==> src/rtl/spi_bus_arbiter.sv <==
// Registered request/grant arbiter that shares one SPI pad set between the memory and peripheral engines.
// Optional build macro SPI_ARB_STARVE_GUARD_EN: after MAX_MEM_BURST contested memory grants, the peripheral wins.
module spi_bus_arbiter #(
  parameter int unsigned TURNAROUND    = 2,
  parameter int unsigned MAX_MEM_BURST = 4
) (
  input  logic       clk,
  input  logic       reset,
  input  logic       mem_req,
  output logic       mem_gnt,
  input  logic       per_req,
  output logic       per_gnt,
  input  logic       mem_sclk,
  input  logic       mem_mosi,
  input  logic       mem_cs_ram_n,
  input  logic       mem_cs_flash_n,
  input  logic       per_sclk,
  input  logic       per_mosi,
  input  logic [5:0] per_cs_n,
  output logic       bus_sclk,
  output logic       bus_mosi,
  output logic       bus_cs_ram_n,
  output logic       bus_cs_flash_n,
  output logic [5:0] bus_cs_per_n,
  output logic [1:0] owner
);

  // state | meaning
  // IDLE  | bus free, no owner, arbitrate every cycle
  // MEM   | memory engine owns the bus until mem_req drops
  // PER   | peripheral engine owns the bus until per_req drops
  // TURN  | forced idle gap; arbitrate on the edge where turn_cnt is 1
  typedef enum logic [1:0] {S_IDLE, S_MEM, S_PER, S_TURN} state_t;

  localparam logic [3:0] TURN_LOAD = 4'(TURNAROUND);

  if (TURNAROUND < 1 || TURNAROUND > 15 || MAX_MEM_BURST < 1 || MAX_MEM_BURST > 15) begin : g_param_check
    $error("spi_bus_arbiter: TURNAROUND and MAX_MEM_BURST must be within 1..15");
  end

  state_t     state, state_nxt, arb_state;
  logic [3:0] turn_cnt, turn_cnt_nxt;
  logic       mem_wins;

`ifdef SPI_ARB_STARVE_GUARD_EN
  localparam logic [3:0] BURST_MAX = 4'(MAX_MEM_BURST);
  logic [3:0] burst_cnt;

  assign mem_wins = mem_req && !(per_req && (burst_cnt == BURST_MAX));

  // Counts fresh memory grants taken while the peripheral was waiting.
  always_ff @(posedge clk or posedge reset) begin
    if (reset) begin
      burst_cnt <= 4'd0;
    end else if (state_nxt == S_PER && state != S_PER) begin
      burst_cnt <= 4'd0;
    end else if (state_nxt == S_MEM && state != S_MEM && per_req) begin
      burst_cnt <= burst_cnt + 4'd1;
    end
  end
`else
  assign mem_wins = mem_req;
`endif

  always_comb begin
    arb_state = S_IDLE;
    if (mem_wins) begin
      arb_state = S_MEM;
    end else if (per_req) begin
      arb_state = S_PER;
    end
  end

  always_comb begin
    state_nxt    = state;
    turn_cnt_nxt = turn_cnt;
    case (state)
      S_IDLE: state_nxt = arb_state;
      S_MEM: begin
        if (!mem_req) begin
          state_nxt    = S_TURN;
          turn_cnt_nxt = TURN_LOAD;
        end
      end
      S_PER: begin
        if (!per_req) begin
          state_nxt    = S_TURN;
          turn_cnt_nxt = TURN_LOAD;
        end
      end
      S_TURN: begin
        turn_cnt_nxt = turn_cnt - 4'd1;
        if (turn_cnt == 4'd1) begin
          state_nxt = arb_state;
        end
      end
      default: state_nxt = S_IDLE;
    endcase
  end

  always_ff @(posedge clk or posedge reset) begin
    if (reset) begin
      state    <= S_IDLE;
      turn_cnt <= 4'd0;
      mem_gnt  <= 1'b0;
      per_gnt  <= 1'b0;
      owner    <= 2'b00;
    end else begin
      state    <= state_nxt;
      turn_cnt <= turn_cnt_nxt;
      mem_gnt  <= (state_nxt == S_MEM);
      per_gnt  <= (state_nxt == S_PER);
      owner    <= {state_nxt == S_PER, state_nxt == S_MEM};
    end
  end

  // Pad mux follows the registered owner so reset idles the bus without waiting for a clock.
  always_comb begin
    bus_sclk       = 1'b0;
    bus_mosi       = 1'b0;
    bus_cs_ram_n   = 1'b1;
    bus_cs_flash_n = 1'b1;
    bus_cs_per_n   = 6'b111111;
    case (owner)
      2'b01: begin
        bus_sclk       = mem_sclk;
        bus_mosi       = mem_mosi;
        bus_cs_ram_n   = mem_cs_ram_n;
        bus_cs_flash_n = mem_cs_flash_n;
      end
      2'b10: begin
        bus_sclk     = per_sclk;
        bus_mosi     = per_mosi;
        bus_cs_per_n = per_cs_n;
      end
      default: ;
    endcase
  end

endmodule
==> config.mk <==
export PLATFORM = sky130hd
export DESIGN_NAME = spi_bus_arbiter
export DESIGN_NICKNAME = d
export VERILOG_FILES = /design/src/rtl/spi_bus_arbiter.sv
export SDC_FILE = /design/constraint.sdc
export NUM_CORES = 1
export LEC_CHECK = 0
export CORE_MARGIN = 2
export CORE_UTILIZATION = 41
export DETAILED_ROUTE_END_ITERATION = 10
export MAX_ROUTING_LAYER = met4
export PLACE_DENSITY = 0.79
export SLEW_MARGIN = 10
export SYNTH_ARGS = -nofsm -noshare
export SYNTH_HDL_FRONTEND = slang
export SYNTH_SLANG_ARGS = --single-unit
==> constraint.sdc <==
create_clock -name clk -period 1.7 [get_ports clk]
set_input_delay 0.255 -clock clk [delete_from_list [all_inputs] [get_ports clk]]
set_output_delay 0.255 -clock clk [all_outputs]
set_load 0.02 [all_outputs]
Figure 1. Wire density map.
Scale: 10 px per um. The die is cut into 8 by 8 equal tiles; dark blue is low, red is high, scaled to the fullest tile. Values are wire area over tile area, all layers added.
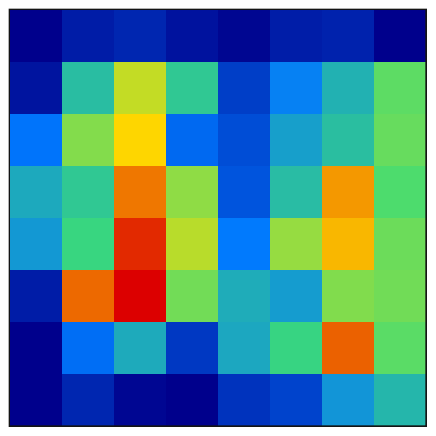
tiles over half the peak: 33%
nearly empty tiles: 11%
densest ninth of the die: right middle
fullest tile: 0.34
Total GRT Usage: 16.87%
overall routed net length: 1279 um
routed length per instance: 12.54 um
vias: 524

Figure 2. Sequential cells colored by netlist name.
Scale: 12 px per um.
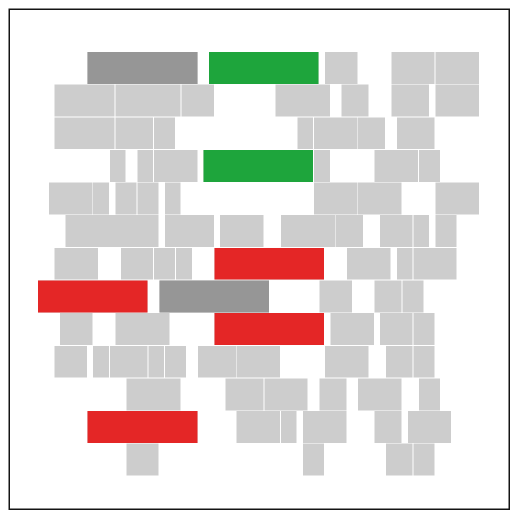
| color | name in the netlist | flops |
|---|---|---|
| red | turn_cnt | 4 |
| green | owner | 2 |
not colored: 2
Final Core Density: 64.90%
flop share of the area: 23.70%
register area: 200.2 um2
sequential power: 0.396 mW

==> run summary <==
Routed vias/inst: 5.137
Drc violations: 0
Sw Pwr: 0.4285 mW
M1 wire length: 552 um
Hold Vio Cnt, Final: 0
DRT Pass-1 Iters: 4
Comb. cell area: 310.3 um2
Initial Util: 44.42%
Layout cells sized above 1: 20.69%
Core ar.: 1301 um2
FILL cells: 116
Min-delay worst type: input pin to asynchronous set/reset pin
Setup repair after global routing missed its margin: false
Worst path depth: 2
MI comb cells: 37
Resized Gates After CTS: 19
Area grow syn2layout: 46.10%
Max reg flops: 4
Combinational share of cell area: 36.74%
Skew final: 2.834 ps
Die Ht: 41.55 um
Flop Count: 8
Place WS: -63.59 ps
Clock network power share: 13.4%
Invs w/o clock: 8
Global routing usage on met2: 25.31%
Actual slew at the worst max-slew pin: 464.2 ps
Final Cell Area: 844.6 um2
Status: finished clean
Vias in the first global route: 495
Top Consumer: combinational logic
# hold bufs at CTS: 0
Most frequent cells after synthesis: dfrtp_1 (8), inv_1 (8), nand2b_1 (8)
Maximum vdd drop: 779.2 uV
Routed wl met3: 141 um
Yosys simple share: 21.00%
Ys flops: 8
Clock buf/inv share: 2.667%
MUX share of area: 1.732%
Slew headroom: 69.05%
H-Tree Depth: 1
PD cells: 1282 nW/um2
R2R Setup Slk: 500 ps
Design Power: 1.082 mW
Sequential share of the synthesized area: 34.63%
Top non-seq family: simple AND/OR/NAND/NOR gates
Pin count of the biggest net entering global routing: 12
M1 GR Usage: 19.57%
CP endpoint kind: output port
R2R Path Start: state[0]
Dominant logic cell types in the final layout: clkdlybuf4s50_1 (19), inv_1 (8), nand2b_1 (8), dfrtp_1 (8), clkbuf_2 (6)
Routed Antenna Nets: 0
CP Launch Type: register
Worst Setup Path Type: register to output port
Synth area leader: dfrtp_1
Worst path slowest cell: clkdlybuf4s50_1
Synth cell types: 24
R2r endpoint: turn_cnt[3]
Figure 3. Wiring by layer.
Scale: 10 px per um. Only two layers are drawn.
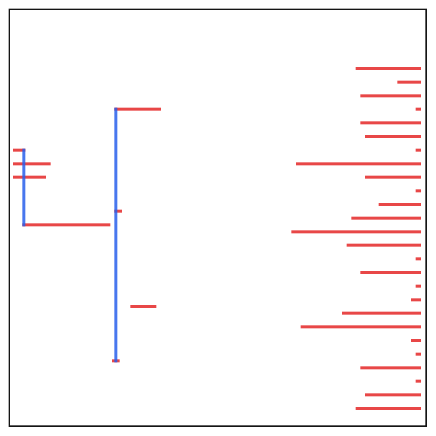
| color | layer | wire length |
|---|---|---|
| red | metal 3 | 141 um |
| blue | metal 4 | 32.6 um |

Figure 4. Wires at chosen ports, followed through buffers.
Scale: 12 px per um.
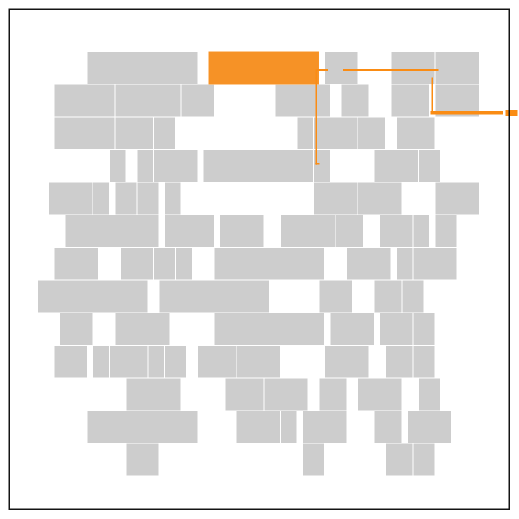
| color | port | bits | direction | edge | end cells | buffers | wire |
|---|---|---|---|---|---|---|---|
| orange | mem_gnt | 1 | output | right | 1 | 2 | 25.4 um |
I/O Buffers: 29
Ports: 30

Power and IR drop assume default switching activity.
